## src/rtl/bw_decode_sequencer.sv

```systemverilog
// Purpose : queues fetched instructions and presents decode groups of a base
//           instruction plus up to three postfixes; orphan postfixes are dropped.
// Latency : a group complete in cycle t is valid at t+1 (register EMPTY or consumed).
// Backpressure: in_ready_o drops when 8 entries are queued or during flush;
//           the output register holds while out_valid_o=1 and out_ready_i=0.
// Ports   : rst_i/clk_i, flush_i, drain_i, in_valid_i/in_ready_o/in_ir_i,
//           out_valid_o/out_ready_i/out_ir*_o/out_npfx_o, err_orphan_o, count_o.
module bw_decode_sequencer #(
    parameter int               IW      = 40,
    parameter int               OPW     = 7,
    parameter logic [OPW-1:0]   CON1_OP = 7'h0B,
    parameter logic [OPW-1:0]   CON2_OP = 7'h2B,
    parameter logic [OPW-1:0]   CON3_OP = 7'h5B,
    parameter logic [IW-1:0]    NOP_IR  = 40'h13,
    parameter int               DEPTH   = 8
) (
    input  logic            rst_i,
    input  logic            clk_i,
    input  logic            flush_i,
    input  logic            drain_i,
    input  logic            in_valid_i,
    input  logic [IW-1:0]   in_ir_i,
    output logic            in_ready_o,
    output logic            out_valid_o,
    input  logic            out_ready_i,
    output logic [IW-1:0]   out_ir_o,
    output logic [IW-1:0]   out_ir1_o,
    output logic [IW-1:0]   out_ir2_o,
    output logic [IW-1:0]   out_ir3_o,
    output logic [1:0]      out_npfx_o,
    output logic            err_orphan_o,
    output logic [3:0]      count_o
);
    localparam logic ST_EMPTY = 1'b0;
    localparam logic ST_FULL  = 1'b1;

    logic [IW-1:0] mem_q [0:DEPTH-1];
    logic [2:0]    wptr_q, wptr_d, rptr_q, rptr_d;
    logic [3:0]    count_q, count_d;
    logic          state_q, state_d;
    logic [IW-1:0] ir_q, ir_d, ir1_q, ir1_d, ir2_q, ir2_d, ir3_q, ir3_d;
    logic [1:0]    npfx_q, npfx_d;
    logic          err_q, err_d;

    function automatic logic is_pfx(input logic [IW-1:0] ir);
        return (ir[OPW-1:0] == CON1_OP) || (ir[OPW-1:0] == CON2_OP) ||
               (ir[OPW-1:0] == CON3_OP);
    endfunction

    // Head window: the four oldest registered entries.
    logic [2:0]    ra1, ra2, ra3;
    logic [IW-1:0] e0, e1, e2, e3;
    assign ra1 = rptr_q + 3'd1;
    assign ra2 = rptr_q + 3'd2;
    assign ra3 = rptr_q + 3'd3;
    assign e0  = mem_q[rptr_q];
    assign e1  = mem_q[ra1];
    assign e2  = mem_q[ra2];
    assign e3  = mem_q[ra3];

    // Postfix run after the head, only over entries actually queued.
    logic       head_vld, head_pfx, p1, p2, p3, complete, can_load, push;
    logic [1:0] n;
    logic [3:0] grp_len, pop_n;
    assign head_vld = (count_q != 4'd0);
    assign head_pfx = head_vld && is_pfx(e0);
    assign p1 = (count_q >= 4'd2) && is_pfx(e1);
    assign p2 = p1 && (count_q >= 4'd3) && is_pfx(e2);
    assign p3 = p2 && (count_q >= 4'd4) && is_pfx(e3);
    assign n  = p3 ? 2'd3 : (p2 ? 2'd2 : (p1 ? 2'd1 : 2'd0));
    assign grp_len = {2'b00, n} + 4'd1;
    // An entry beyond the run (count > L) can only be a non-postfix when n < 3.
    assign complete = head_vld && !head_pfx &&
                      ((n == 2'd3) || (count_q > grp_len) || drain_i);
    assign can_load = (state_q == ST_EMPTY) || out_ready_i;

    assign in_ready_o = (count_q < 4'(DEPTH)) && !flush_i;
    assign push       = in_valid_i && in_ready_o;

    always_comb begin
        state_d = state_q;
        ir_d    = ir_q;
        ir1_d   = ir1_q;
        ir2_d   = ir2_q;
        ir3_d   = ir3_q;
        npfx_d  = npfx_q;
        err_d   = 1'b0;
        pop_n   = 4'd0;
        if (flush_i) begin
            state_d = ST_EMPTY;
        end else if (can_load) begin
            if (head_pfx) begin
                pop_n   = 4'd1;
                err_d   = 1'b1;
                state_d = ST_EMPTY;
            end else if (complete) begin
                pop_n   = grp_len;
                state_d = ST_FULL;
                ir_d    = e0;
                ir1_d   = p1 ? e1 : NOP_IR;
                ir2_d   = p2 ? e2 : NOP_IR;
                ir3_d   = p3 ? e3 : NOP_IR;
                npfx_d  = n;
            end else begin
                state_d = ST_EMPTY;
            end
        end
    end

    always_comb begin
        if (flush_i) begin
            wptr_d  = 3'd0;
            rptr_d  = 3'd0;
            count_d = 4'd0;
        end else begin
            wptr_d  = wptr_q + {2'b00, push};
            rptr_d  = rptr_q + pop_n[2:0];
            count_d = count_q + {3'b000, push} - pop_n;
        end
    end

    always_ff @(posedge clk_i) begin
        if (push) begin
            mem_q[wptr_q] <= in_ir_i;
        end
    end

    always_ff @(posedge clk_i or posedge rst_i) begin
        if (rst_i) begin
            wptr_q  <= 3'd0;
            rptr_q  <= 3'd0;
            count_q <= 4'd0;
            state_q <= ST_EMPTY;
            ir_q    <= NOP_IR;
            ir1_q   <= NOP_IR;
            ir2_q   <= NOP_IR;
            ir3_q   <= NOP_IR;
            npfx_q  <= 2'd0;
            err_q   <= 1'b0;
        end else begin
            wptr_q  <= wptr_d;
            rptr_q  <= rptr_d;
            count_q <= count_d;
            state_q <= state_d;
            ir_q    <= ir_d;
            ir1_q   <= ir1_d;
            ir2_q   <= ir2_d;
            ir3_q   <= ir3_d;
            npfx_q  <= npfx_d;
            err_q   <= err_d;
        end
    end

    assign out_valid_o  = (state_q == ST_FULL);
    assign out_ir_o     = ir_q;
    assign out_ir1_o    = ir1_q;
    assign out_ir2_o    = ir2_q;
    assign out_ir3_o    = ir3_q;
    assign out_npfx_o   = npfx_q;
    assign err_orphan_o = err_q;
    assign count_o      = count_q;
endmodule

```

## config.mk

```make
export PLATFORM = sky130hd
export DESIGN_NAME = bw_decode_sequencer
export DESIGN_NICKNAME = d
export VERILOG_FILES = /design/src/rtl/bw_decode_sequencer.sv
export SDC_FILE = /design/constraint.sdc
export NUM_CORES = 1
export LEC_CHECK = 0
export CAP_MARGIN = 20
export CORE_UTILIZATION = 40
export CTS_CLUSTER_DIAMETER = 120
export CTS_CLUSTER_SIZE = 30
export DETAILED_ROUTE_END_ITERATION = 10
export PLACE_DENSITY = 0.61
export SLEW_MARGIN = 5
export SYNTH_ARGS = -nofsm -noshare
export SYNTH_HDL_FRONTEND = slang
export SYNTH_SLANG_ARGS = --single-unit
export TNS_END_PERCENT = 20
```

## constraint.sdc

```tcl
create_clock -name clk_i -period 7.1 [get_ports clk_i]
set_clock_uncertainty 0.05 [all_clocks]
set_input_delay 1.42 -clock clk_i [delete_from_list [all_inputs] [get_ports clk_i]]
set_output_delay 1.42 -clock clk_i [all_outputs]
set_load 0.1 [all_outputs]
```

==> impl_metrics.yaml <==
# synthesis and place-and-route metrics
run:
  cap_violations: 0
setup_path:
  start_kind: "flip-flop"
  path_cells: "inv_2 > ha_1 > inv_4 > mux4_2 > mux2i_1 > a31oi_1 > nor3_1 > ha_1 > inv_1 > ha_1 > a21oi_1 > a32o_1 > a21oi_1 > a22oi_2 > nor2_4 > o22a_1 > ha_1 > inv_1 > ha_1 > fa_1 > xnor2_1 > nor2_1"
  critical_path.most_common_cell: "ha_1"
  cpMaxStageDelayCell: "dfrtp_4"
detailed_routing:
  route.met2.wl_mm: 34.1
  wirelength_met1_mm: 29.2
  postRouteAntennaNets: 0
  topRoutingLayerUsed: "met5"
  via_per_inst: 6.21
  met3_length_mm: 4.56
global_route:
  grt_max_degree: 158
  grt_pass1_vias: 15600
  grt-ovfl-total: 0
layout:
  comb_cells: 820
  layout.cells.non_filler: 2461
  seq_area_share_pct: 47.5
  clk_share_pct: 2.00
  final_nets: 1663
  dominant_cells: "sequential cells"
  insertedDiodeCount: 1
yosys:
  synth-edff-count: 320
  synth.avg_cell_area_um2: 17.8
  synth.largest_area_cell: "edfxtp_1"
  ys_ff: 494
  ys_cells: 1451
clock_network:
  cts_hold_buf: 0
  cts-htree-levels: 1
  cts_buffer_depth: 3
  post_cts_resized: 0
die:
  io_pins: 215
  die_w_um: 256
  tap_cells: 846
  die_height_um: 256
placed_design:
  dp_cells: 2424
  hpwl_mm: 43.7
outcome:
  outcome: "finished, final reports clean"
sta:
  drv_slew: 0
  setup_viol: 0
  hold_viol_final: 0
pwr:
  total_power_w: 0.0103
routing by layer:
metal  up-vias  GRT usage [%]
li1       6386              -
met1      8258           29.1
met2       551           35.1
met3        77           3.31
met4         8           4.29
met5         -              0
cell families (layout without fill, tap and decap cells):
logic type / Yosys count / count (layout) / synth area share, %
mux: 502 / 502 / 34.0
flops: 494 / 494 / 54.2
compound gates: 190 / 190 / 6.03
buf+inv: 137 / 300 / 2.42
simple gates: 102 / 102 / 2.20
fa+ha+maj: 17 / 17 / 0.882
xor+xnor: 9 / 9 / 0.334
other cells: 0 / 1 / 0
placed cells by master (no fill, tap or decap), drive strengths merged, types with 36 or more instances in the layout:
master	Yosys	final
mux4	291	291
o31ai	36	36
dfrtp	162	162
o2bb2ai	71	71
buf	68	36
mux2	85	85
o21ai	48	48
mux2i	126	126
clkdlybuf4s50	0	214
edfxtp	320	320
power breakdown:
part	leakage [nW]	internal (W)	total (W)	switching (W)
clock network	0.286	0.000567	0.00145	0.000878
registers	5.18	0.00327	0.00346	0.000194
logic	4.29	0.00220	0.00538	0.00318
total	9.76	0.00604	0.0103	0.00425
path summary, 6_finish.rpt:
path / slack, ps / from / cells after the start / endpoint
setup / recovery: 1050 / rptr_q[0] / 22 / count_o[2]
hold / removal: 450 / out_ir3_o[2] / 1 / out_ir3_o[2]
setup reg to reg: 1050 / rptr_q[0] / 22 / count_o[2]
hold reg to reg: 450 / out_ir3_o[2] / 1 / out_ir3_o[2]
max in group asynchronous: 4260 / rst_i / 3 / out_ir1_o[31]
min in group asynchronous: 1390 / rst_i / 2 / out_ir3_o[7]
stage by stage:
stage                     cell area, um^2  setup slack, ps
after global placement              28900             1250
after floorplan                     25800              124
after global routing                29500              720
after CTS                           29500             1080
final                               29500             1050
after detailed placement            28900             1110
Figure 1. Signal wires by layer.
Two of the layers only.
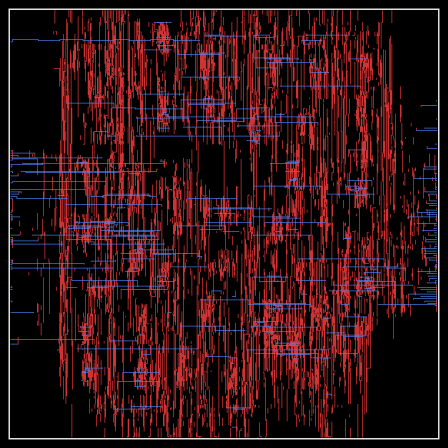
red -> met2  # wire length 34.1 mm
blue -> met3  # wire length 4560 um
final wirelength: 69.1 mm
DR vias: 15300
Tot GR Track Use: 21.0%
wire per inst: 28.1 um

Figure 2. Routed metal per tile.
26 x 26 tiles, from dark purple (low) to yellow (high), scaled to the fullest tile. Values are wire area over tile area, all layers added.
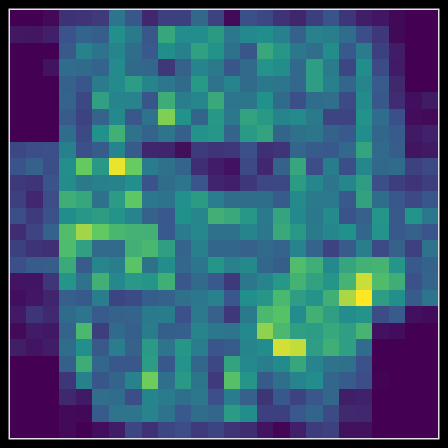
nearly empty tiles = 11%
mean over tiles = 0.17
fullest tile = 0.52
tiles over half the peak = 18%
emptiest ninth of the die = bottom left

Figure 3. Sequential cells coloured by netlist name.
Scale bar: 100 um.
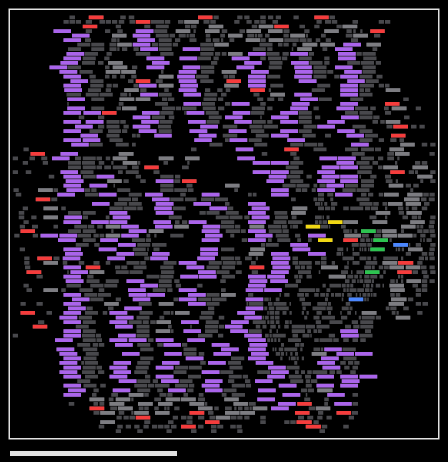
purple -> mem_q  # placed flops 320, where all over the die
yellow -> wptr_q  # placed flops 3
green -> count_o  # placed flops 4, where right middle
blue -> out_npfx_o  # placed flops 2
red -> out_ir_o  # placed flops 40, where all over the die
not coloured = 125
seq pwr: 0.00346 W
Reg area: 14000 um^2

Figure 4. Placement density heat map.
Scale bar: 100 um. 26 x 26 tiles, from dark purple (low) to yellow (high), 0 to 100% covered.
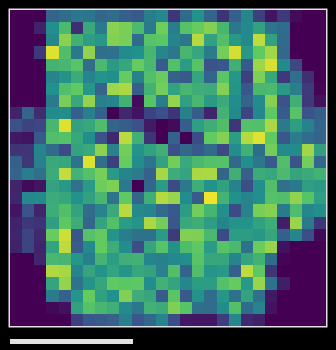
emptiest ninth of the die = bottom right
fullest tile = 98%
mean over tiles = 43%
nearly empty tiles = 13%
tiles over 75% full = 12%
core footprint: 63400 um^2
Starting Density: 40.7%
fin util: 46.5%

Figure 5. Clock nets.
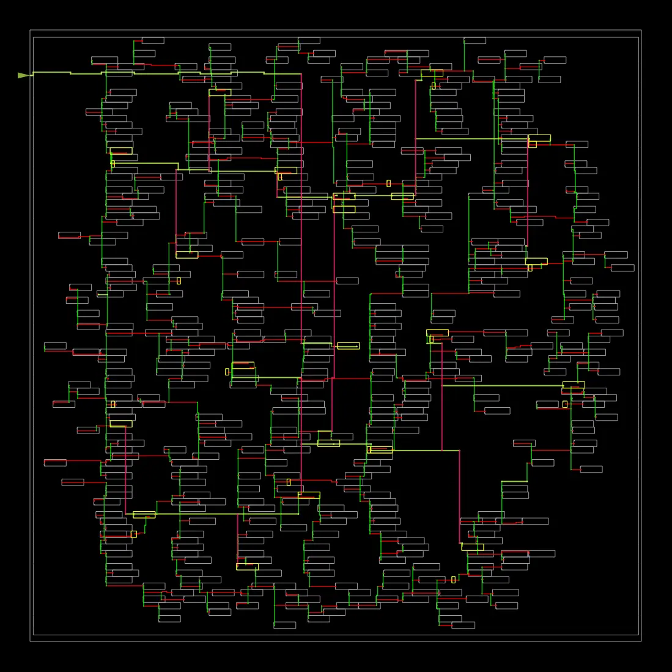
clock sinks: 494
TritonCTS Buffers: 20
Seq Cell Count: 494
Insertion Delay late pin: 580 ps
CLK BUF: 33

Power is estimated from default activity; no workload was simulated.
